## src/rtl/nand_phy_dq_rd_calib.sv

```systemverilog
// Per-lane DQ read-capture calibration: counts 4-phase sample errors against a training
// pattern and picks clk0/clk180 capture per lane. Optional readback: NAND_PHY_RD_CALIB_ERRCNT_EN.
module nand_phy_dq_rd_calib #(
  parameter int          DQ_WIDTH    = 8,
  parameter int          NUM_SAMPLES = 64,
  parameter int unsigned ERR_THRESH  = 0,
  parameter int          CNT_W       = $clog2(NUM_SAMPLES + 1),
  localparam int         RB_W        = (DQ_WIDTH > 1) ? $clog2(DQ_WIDTH) : 1
) (
  input  logic                clk0,
  input  logic                rst0_n,
  input  logic                calib_start,
  input  logic                calib_abort,
  input  logic                samp_valid,
  input  logic [DQ_WIDTH-1:0] samp_rise_0,
  input  logic [DQ_WIDTH-1:0] samp_rise_90,
  input  logic [DQ_WIDTH-1:0] samp_rise_180,
  input  logic [DQ_WIDTH-1:0] samp_rise_270,
  input  logic [DQ_WIDTH-1:0] exp_rise,
  output logic                calib_busy,
  output logic                calib_done,
  output logic [DQ_WIDTH-1:0] clk0_sel,
  output logic [DQ_WIDTH-1:0] calib_fail,
  input  logic [RB_W-1:0]     rb_lane,
  input  logic [1:0]          rb_phase,
  output logic [CNT_W-1:0]    rb_err_cnt
);

  localparam int SW = CNT_W + 2;
  localparam logic [CNT_W-1:0] LAST_CNT = CNT_W'(NUM_SAMPLES - 1);

  typedef enum logic [2:0] {
    ST_IDLE, ST_CLEAR, ST_COLLECT, ST_DECIDE, ST_DONE
  } state_t;

  state_t               state_reg;
  logic [CNT_W-1:0]     samp_cnt_reg;
  logic                 busy_reg;
  logic                 done_reg;
  logic                 publish_reg;
  logic [DQ_WIDTH-1:0]  sel_reg;
  logic [DQ_WIDTH-1:0]  fail_reg;
  logic [DQ_WIDTH-1:0]  dec_sel;
  logic [DQ_WIDTH-1:0]  dec_fail;
  logic [3:0][DQ_WIDTH-1:0] samp_ph;
  logic                 cnt_clear;
  logic                 cnt_accept;

  assign samp_ph    = {samp_rise_270, samp_rise_180, samp_rise_90, samp_rise_0};
  assign cnt_clear  = (state_reg == ST_CLEAR);
  assign cnt_accept = (state_reg == ST_COLLECT) && samp_valid && !calib_abort;

`ifdef NAND_PHY_RD_CALIB_ERRCNT_EN
  logic [3:0][CNT_W-1:0] err_cnt [DQ_WIDTH];
`endif

  genvar gi;
  generate
    for (gi = 0; gi < DQ_WIDTH; gi++) begin : g_lane
      // index 0..3 = phase 0/90/180/270
      logic [3:0][CNT_W-1:0] cnt_reg;
      logic [SW-1:0]         score0;
      logic [SW-1:0]         score180;
      logic [CNT_W-1:0]      chosen_err;

      always_ff @(posedge clk0 or negedge rst0_n) begin
        if (!rst0_n) begin
          cnt_reg <= '0;
        end else if (cnt_clear) begin
          cnt_reg <= '0;
        end else if (cnt_accept) begin
          for (int p = 0; p < 4; p++) begin
            cnt_reg[p] <= cnt_reg[p] + CNT_W'(samp_ph[p][gi] ^ exp_rise[gi]);
          end
        end
      end

      // Each score sums the chosen phase plus its two quadrature neighbours.
      assign score0   = SW'(cnt_reg[3]) + SW'(cnt_reg[0]) + SW'(cnt_reg[1]);
      assign score180 = SW'(cnt_reg[1]) + SW'(cnt_reg[2]) + SW'(cnt_reg[3]);
      assign dec_sel[gi]  = (score0 <= score180);
      assign chosen_err   = dec_sel[gi] ? cnt_reg[0] : cnt_reg[2];
      assign dec_fail[gi] = (32'(chosen_err) > ERR_THRESH);

`ifdef NAND_PHY_RD_CALIB_ERRCNT_EN
      assign err_cnt[gi] = cnt_reg;
`endif
    end
  endgenerate

  // Results are published one cycle after DECIDE, together with calib_done.
  always_ff @(posedge clk0 or negedge rst0_n) begin
    if (!rst0_n) begin
      state_reg    <= ST_IDLE;
      samp_cnt_reg <= '0;
      busy_reg     <= 1'b0;
      done_reg     <= 1'b0;
      publish_reg  <= 1'b0;
      sel_reg      <= '1;
      fail_reg     <= '0;
    end else begin
      publish_reg <= 1'b0;
      case (state_reg)
        ST_IDLE, ST_DONE: begin
          if (calib_start) begin
            state_reg <= calib_abort ? ST_IDLE : ST_CLEAR;
            done_reg  <= 1'b0;
          end
        end
        ST_CLEAR: begin
          samp_cnt_reg <= '0;
          if (calib_abort) begin
            state_reg <= ST_IDLE;
          end else begin
            state_reg <= ST_COLLECT;
            busy_reg  <= 1'b1;
          end
        end
        ST_COLLECT: begin
          if (calib_abort) begin
            state_reg <= ST_IDLE;
            busy_reg  <= 1'b0;
          end else if (samp_valid) begin
            samp_cnt_reg <= samp_cnt_reg + CNT_W'(1);
            if (samp_cnt_reg == LAST_CNT) begin
              state_reg <= ST_DECIDE;
            end
          end
        end
        ST_DECIDE: begin
          state_reg   <= ST_DONE;
          publish_reg <= 1'b1;
        end
        default: state_reg <= ST_IDLE;
      endcase

      if (publish_reg) begin
        sel_reg  <= dec_sel;
        fail_reg <= dec_fail;
        busy_reg <= 1'b0;
        done_reg <= !calib_start;
      end
    end
  end

  assign calib_busy = busy_reg;
  assign calib_done = done_reg;
  assign clk0_sel   = sel_reg;
  assign calib_fail = fail_reg;

`ifdef NAND_PHY_RD_CALIB_ERRCNT_EN
  logic [CNT_W-1:0] rb_cnt_reg;

  always_ff @(posedge clk0 or negedge rst0_n) begin
    if (!rst0_n) begin
      rb_cnt_reg <= '0;
    end else if (32'(rb_lane) >= DQ_WIDTH) begin
      rb_cnt_reg <= '0;
    end else begin
      rb_cnt_reg <= err_cnt[rb_lane][rb_phase];
    end
  end

  assign rb_err_cnt = rb_cnt_reg;
`else
  logic rb_unused;
  assign rb_unused  = ^{rb_lane, rb_phase};
  assign rb_err_cnt = '0;
`endif

endmodule
```

## config.mk

```make
export PLATFORM = sky130hd
export DESIGN_NAME = nand_phy_dq_rd_calib
export DESIGN_NICKNAME = d
export VERILOG_FILES = /design/src/rtl/nand_phy_dq_rd_calib.sv
export SDC_FILE = /design/constraint.sdc
export NUM_CORES = 1
export LEC_CHECK = 0
export CAP_MARGIN = 20
export CORE_UTILIZATION = 26
export DETAILED_ROUTE_END_ITERATION = 8
export PLACE_DENSITY = 0.47
export SYNTH_ARGS = -nofsm -noshare
export SYNTH_HDL_FRONTEND = slang
export SYNTH_SLANG_ARGS = --single-unit
```

## constraint.sdc

```tcl
create_clock -name clk0 -period 5.1 [get_ports clk0]
set_input_delay 1.275 -clock clk0 [delete_from_list [all_inputs] [get_ports clk0]]
set_output_delay 1.275 -clock clk0 [all_outputs]
set_load 0.02 [all_outputs]
```

Figure 1. Clock wiring as the flow saved it (run 1).
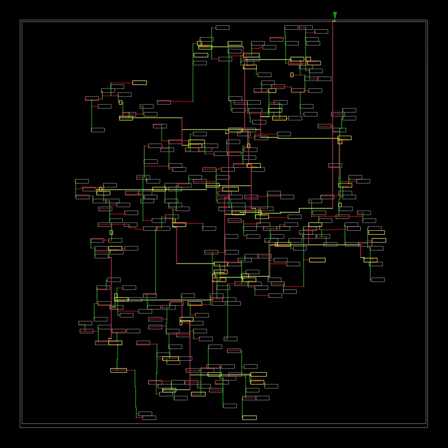
setup skew after layout: 0.0140 ns
flop count: 253
layout clock buffer count: 35
number of sinks handled by clock tree synthesis: 253

Figure 2. Local utilization (run 1).
Scale: 1 px per um. 28 x 28 tiles, from black (low) to pale yellow (high), 0 to 100% covered.
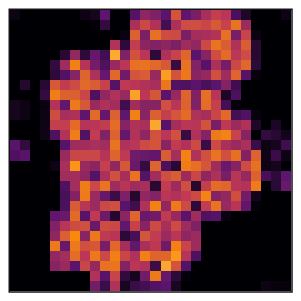
emptiest ninth of the die: lower right
densest ninth of the die: centre
tiles over 75% full: 0.90%
mean over tiles: 28%
FP Core Util: 26.2%
Core Region: 77,300 um2
Final Core Density: 30.0%

Figure 3. Clock wires, drivers and flops (run 1).
Scale: 2 px per um.
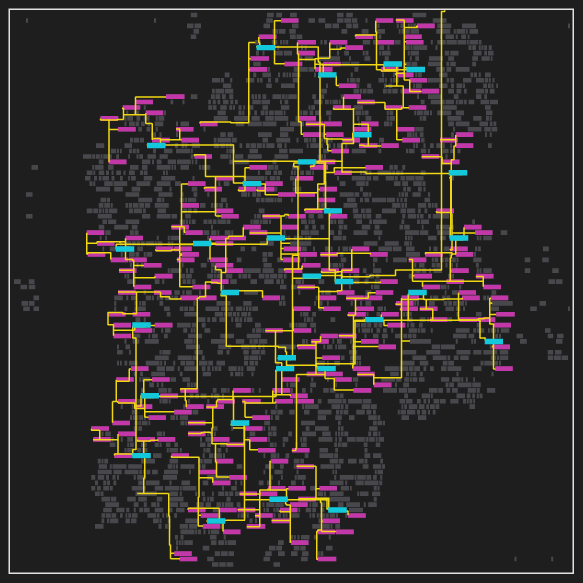
[cyan] cells driving clock nets | count: 30
[yellow] clock wires | length: 4,370 um
[magenta] flip-flops | count: 253
routed clock nets: 31

Figure 4. Placed cells, one colour a class (run 1).
Scale: 1.5 px per um. Fill, decap, tap and diode cells in grey.
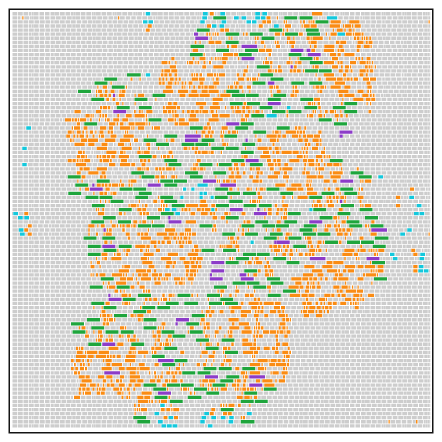
[green] flip-flops | cells: 253 | share of their area: 29%
[cyan] other buffers and delay cells | cells: 76 | share of their area: 3.5%
[purple] clock drivers and dummy loads | cells: 56 | share of their area: 5.1%
[orange] all other logic | cells: 1,765 | share of their area: 62%
cell row count: 102
Post-Layout Inst Area: 23,200 um2
Seq/total area: 27.4%

==> notes.md, run 1 <==
Latest figures from synthesis and place and route.

The flow ran to the end, and the final reports show no timing, DRC or antenna violations. The most numerous cell in the Yosys netlist is dfrtp_1. In the routed design, unresolved DRC markers number 0. The number of antenna repair diodes is 0. Summing the sequential cell areas from Yosys gives 31.3% of the chip area. The initial antenna violation count was 2. For the combinational group, total power comes out at 0.00109 W. The count of boundary I/O pins is 75. Per the breakdown, switching nets consume 29.0% of all power. Once the clock tree was built, the setup fixing pass inserted 0 buffers. The number of global-route vias before repair was 15,039. The maximum vdd drop is 0.000237 V.

The dominant register cell in the synthesized netlist is dfrtp_1. The die covers 79,100 um2. The cell count after synthesis is 2,083. Per the slew report, the remaining headroom to the max-slew limit stands at 40.9%. The launch point of the worst reg-to-reg path is g_lane[7].cnt_reg[22]$_DFFE_PN0P_. The final cell count without fillers is 3,190.

The proportion of power drawn by the clock network is 42.3%. The final-layout fill cell count is 8,072. The register cell area after layout is 6340 um2.

The critical register-to-register path endpoint is calib_fail[7]$_DFFE_PN0P_. The max-slew violation total from the final report is 0. The mapped netlist covers 20,300 um2. CTS built an H-tree with a depth of 1.

The uppermost layer routed is met5. According to the floorplan report, the die width is 281 um. The first-pass GRT wire length is 81,300 um. Across the run, the number of max-cap violations was 0. The wire length after detailed routing is 49,300 um.

The cell type contributing the most total cell area after synthesis is dfrtp_1. The tally of yosys warning messages is 0. The fraction of synthesized cell area in xor and xnor cells is 11.0%. The final setup violation count is 0. Looking at the group totals, the largest power group turns out to be the clock network. The met3 usage is 1.65%. In the final routing, the length of wire on met1 measures 24,100 um.

Dividing the synthesized area by the synthesized cell count gives 9.74 um2. The number of buffers and inverters on the critical path is 3. After global routing, the most crowded layer is met2. The number of hold buffers added after cts is 0.

The maximum clock rate is 0.239 GHz. The CTS tree is built. The leakage power is 11.7 nW. The final power report lists total power as 0.00585 W. On met2, the global router reports a usage of 20.8%. The capture endpoint of the worst hold path is clk0_sel[5]$_DFFE_PN1P_.

The layout report lists the non-clock buffer share of cell area as 3.31%. The remaining antenna violation count is 0. The number of clock buffers added by TritonCTS is 30. The number of flip-flops under the largest register name is 224. The last element of the critical path is calib_fail[7]$_DFFE_PN0P_.

The cell count after placement is 3,134. The kind of cell with the highest combined delay on the critical path is AND-OR/OR-AND gates. The total negative slack for setup checks is 0 ns. Detailed placement ended at an HPWL of 37,100 um. By instance count after routing, the leading logic cell types are dfrtp_1 (244), ha_1 (233), xor2_1 (218). The residual overflow from global routing is 0. Compared with the post-synthesis result, the final layout area differs by 14.3%. The worst path arrival time is 4.65 ns.

The count of instances resized after the clock tree is built is 0. The timing report shows the most common cell along the critical path to be inv_1. The startpoint type of the worst setup path is a flip-flop. For this design the total switching power over the nets is 0.00169 W. The synthesis area per yosys is 20,300 um2. After Yosys synthesis, full adders, half adders and majority gates account for 27.0% of the synthesized area. The main combinational cell family by area after synthesis is adder cells.

The portion of netlist area occupied by mux cells is 0.500%. The buffer levels on the longest clock path is 3. The master cell of the clock root buffer is clkbuf_16. The sequential power is 0.00228 W. The slew at the pin with the worst max-slew slack is 0.887 ns.

The simple-gate area share of the yosys netlist is 16.7%. The count of cell types in the netlist is 47. The critical-path maximum fanout is 4. The final weighted congestion recorded by global placement is 0.801. Counting plain and timing-repair buffers in the layout gives 76.
==> run 2, diff against run 1 <==
==> constraint.sdc (replaced) <==
create_clock -name clk0 -period 4.2 [get_ports clk0]
set_input_delay 1.05 -clock clk0 [delete_from_list [all_inputs] [get_ports clk0]]
set_output_delay 1.05 -clock clk0 [all_outputs]
set_load 0.02 [all_outputs]
Figure 5. Local utilization (run 2).
Scale: 1 px per um. 28 x 28 tiles, from black (low) to pale yellow (high), 0 to 100% covered.
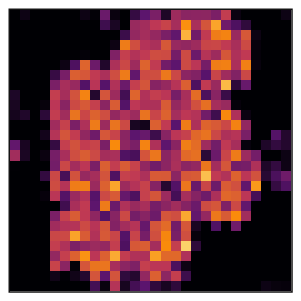
densest ninth of the die: centre
emptiest ninth of the die: lower right
nearly empty tiles: 34%
tiles over 75% full: 1.7%
fullest tile: 90%
Final Core Density: 30.4%

==> run 2 against run 1 <==
  * Highest routed layer unchanged
  * Die area is the same
  * Critical endpoint is now calib_fail[2]$_DFFE_PN0P_
  * Sequential cell count unchanged
  * Clock skew fell by 0.0057 ns
  * First-iteration DRC count rose by 26%
  * Sequential power increased by 21%
  * Wire length rose by 1.6%
  * Total power rose by 21%
  * Critical path type unchanged
  * Largest power group unchanged
  * Synthesized cell count unchanged
  * Cell count rose by 1.0%
  * Area after synthesis stayed put
  * Non-clock buffer count increased by 31
  * Register-to-register slack got worse by 0.69 ns
==> notes.md, run 2 <==
Latest figures from synthesis and place and route.

The register cell area after layout came to 6340 um2 (about the same). The first-pass GRT wire length is 81,600 um (+0.45%). The last element of the critical path is calib_fail[2]$_DFFE_PN0P_. The portion of netlist area occupied by mux cells was 0.500% (unchanged). The simple-gate area share of the yosys netlist is 16.7% (unchanged).

The mean instance size in the synthesized netlist is 9.74 um2 (unchanged). The count of cell types in the netlist is 47 (unchanged). The slew at the pin with the worst max-slew slack is 0.933 ns (+0.0466 ns). The total of plain and repair buffers excluding clock buffers came to 107 (+41%). The tree is rooted in a clkbuf_16. The worst path arrival time is 4.44 ns (-0.21 ns). The tally of yosys warning messages is 0 (unchanged). Among the non-sequential cells, adder cells take the most area. The final-layout fill cell count is 8,070 (-0.025%). The residual overflow from global routing is 0 (unchanged).

The count of boundary I/O pins is 75 (unchanged). The worst relative slew slack is 37.8% (-3.1 points). The critical-path maximum fanout was 4 (unchanged). The run finished with clean final reports. The final cell count without fillers is 3,222 (+1.0%). The fraction of synthesized cell area in xor and xnor cells is 11.0% (unchanged). The cell area after layout was 23,500 um2 (+1.3%). Looking at the global route congestion table, the highest-usage layer is met2. The max-slew violation total from the final report is 0 (unchanged). The remaining antenna violation count is 0 (unchanged).

The switching power share of the total is 30.0% (+0.99 points). Of all cell types, the one taking the most synthesized area is dfrtp_1. The uppermost layer routed is met5.

The cell count after synthesis was 2,083 (unchanged). The number of global-route vias before repair is 15,132 (+0.62%). The synthesis area per yosys is 20,300 um2 (unchanged). The starting density of the core is 26.2% (unchanged).

The adder and majority gate portion of the synthesized area is 27.0% (unchanged). The core box area was 77,300 um2 (unchanged). The post-synth design cell area came to 20,300 um2 (unchanged). The die extent in x is 281 um (unchanged). The CTS tree is built. The synthesis-to-finish area growth is 15.8%. The commonest register cell is dfrtp_1. The largest clock skew in the final design is 0.00822 ns (-0.00573 ns). The fraction of the yosys area taken by sequential cells was 31.3% (unchanged). The largest power group is the clock network.
Figure 6. Clock wires, drivers and flops (run 2).
Scale: 2 px per um.
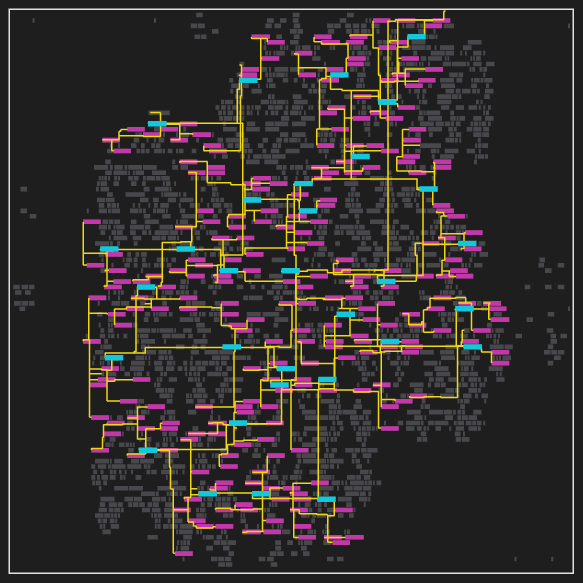
[cyan] cells driving clock nets | count: 31
[magenta] flip-flops | count: 253
[yellow] clock wires | length: 4,380 um
routed clock nets: 32

==> run 3, diff against run 2 <==
--- a/config.mk
+++ b/config.mk
@@ -7,6 +7,7 @@
 export LEC_CHECK = 0
 export CAP_MARGIN = 20
 export CORE_UTILIZATION = 26
+export CTS_CLUSTER_SIZE = 40
 export DETAILED_ROUTE_END_ITERATION = 8
 export PLACE_DENSITY = 0.47
 export SYNTH_ARGS = -nofsm -noshare
Figure 7. Clock wires, drivers and flops (run 3).
Scale: 2 px per um.
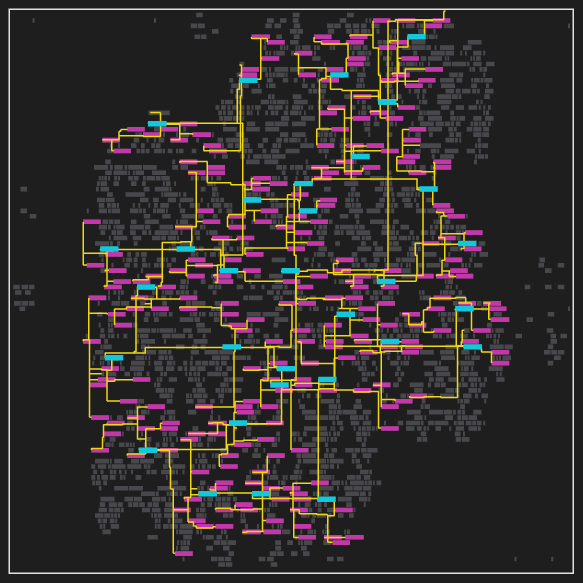
[magenta] flip-flops | count: 253
[cyan] cells driving clock nets | count: 31
[yellow] clock wires | length: 4,380 um
routed clock nets: 32
Power Clock: 0.00279 W
setup skew after layout: 0.00822 ns
clock network power share: 39.5%
Clock Latency Late Sink: 0.57 ns

==> run 3 against run 2 <==
  * Global-route usage stayed put
  * Fmax unchanged
  * Critical path type unchanged
  * Hold slack did not move
  * Worst setup slack unchanged
  * Largest power group unchanged
  * Sequential power about the same
  * Total power unchanged
==> notes.md, run 3 <==
Latest figures from synthesis and place and route.

The run finished with clean final reports. The simple-gate area share of the yosys netlist came to 16.7% (unchanged). The uppermost layer routed is met5. The post-synth count of flops with an enable pin is 0. The worst relative slew slack came to 37.8% (unchanged). The switching power share of the total is 30.0% (unchanged). The final-layout fill cell count is 8,070 (unchanged). The adder and majority gate portion of the synthesized area came to 27.0% (unchanged). The mean instance size in the synthesized netlist was 9.74 um2 (unchanged). The master cell of the clock root buffer is clkbuf_16.

The slew at the pin with the worst max-slew slack is 0.933 ns (unchanged). The busiest metal layer after global routing is met2. The fraction of the yosys area taken by sequential cells is 31.3% (unchanged). The critical-path maximum fanout is 4 (unchanged). The total of plain and repair buffers excluding clock buffers is 107 (unchanged).

The count of inverters other than clock inverters in the layout is 138. The post-synth design cell area was 20,300 um2 (unchanged). The cell type contributing the most total cell area after synthesis is dfrtp_1. The die extent in x came to 281 um (unchanged). The tally of yosys warning messages is 0 (unchanged). Among all flip-flop cells after synthesis, the most frequent one is dfrtp_1.

The synthesis area per yosys is 20,300 um2 (unchanged). The portion of netlist area occupied by mux cells came to 0.500% (unchanged). The count of boundary I/O pins was 75 (unchanged). The remaining antenna violation count is 0 (unchanged).

The last element of the critical path is calib_fail[2]$_DFFE_PN0P_. The final cell count without fillers is 3,222 (unchanged). The starting density of the core is 26.2% (unchanged).

The cell area after layout is 23,500 um2 (unchanged). The max-slew violation total from the final report is 0 (unchanged). The worst path arrival time is 4.44 ns (about the same).

The number of global-route vias before repair is 15,132 (unchanged). The CTS tree is built. The first-pass GRT wire length is 81,600 um (unchanged). The register cell area after layout is 6340 um2 (unchanged). The main combinational cell family by area after synthesis is adder cells. The cell count after synthesis is 2,083 (unchanged). The residual overflow from global routing is 0 (unchanged). The count of cell types in the netlist is 47 (unchanged).
Figure 8. Local utilization (run 3).
Scale: 1 px per um. 28 x 28 tiles, from black (low) to pale yellow (high), 0 to 100% covered.
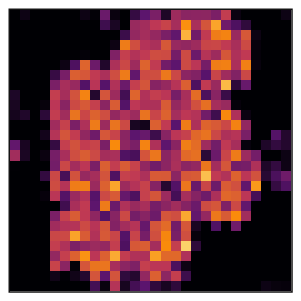
emptiest ninth of the die: lower right
nearly empty tiles: 34%
fullest tile: 90%
densest ninth of the die: centre


==> gallery <==
Zoomed window.
Window x 128 to 153, y 128 to 153 um. Cells in grey, sequential cells in the stronger grey; small squares are vias.
picture 1
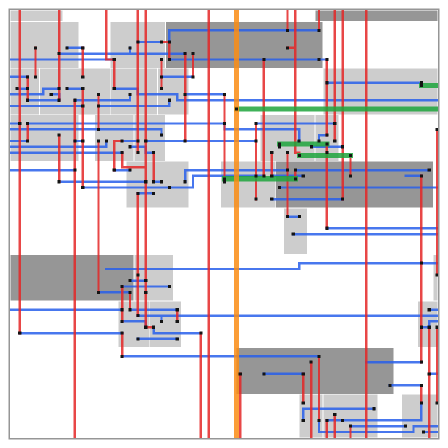
picture 2
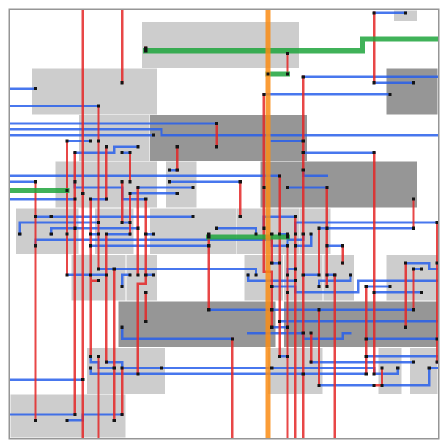
- run 1 = picture 1
- run 2 = picture 2

Key to picture 2:
[blue] met1
[red] met2
[green] met3
[orange] met4
cells with their middle in the window: 25
most frequent: dfrtp_1 (4), nor3_1 (2), nand2b_1 (2)
sequential cells in the window: 4
netlist names of flops here include: state_reg (3), samp_cnt_reg (1)

No activity file was given, so power comes from the tool's default toggle rates.
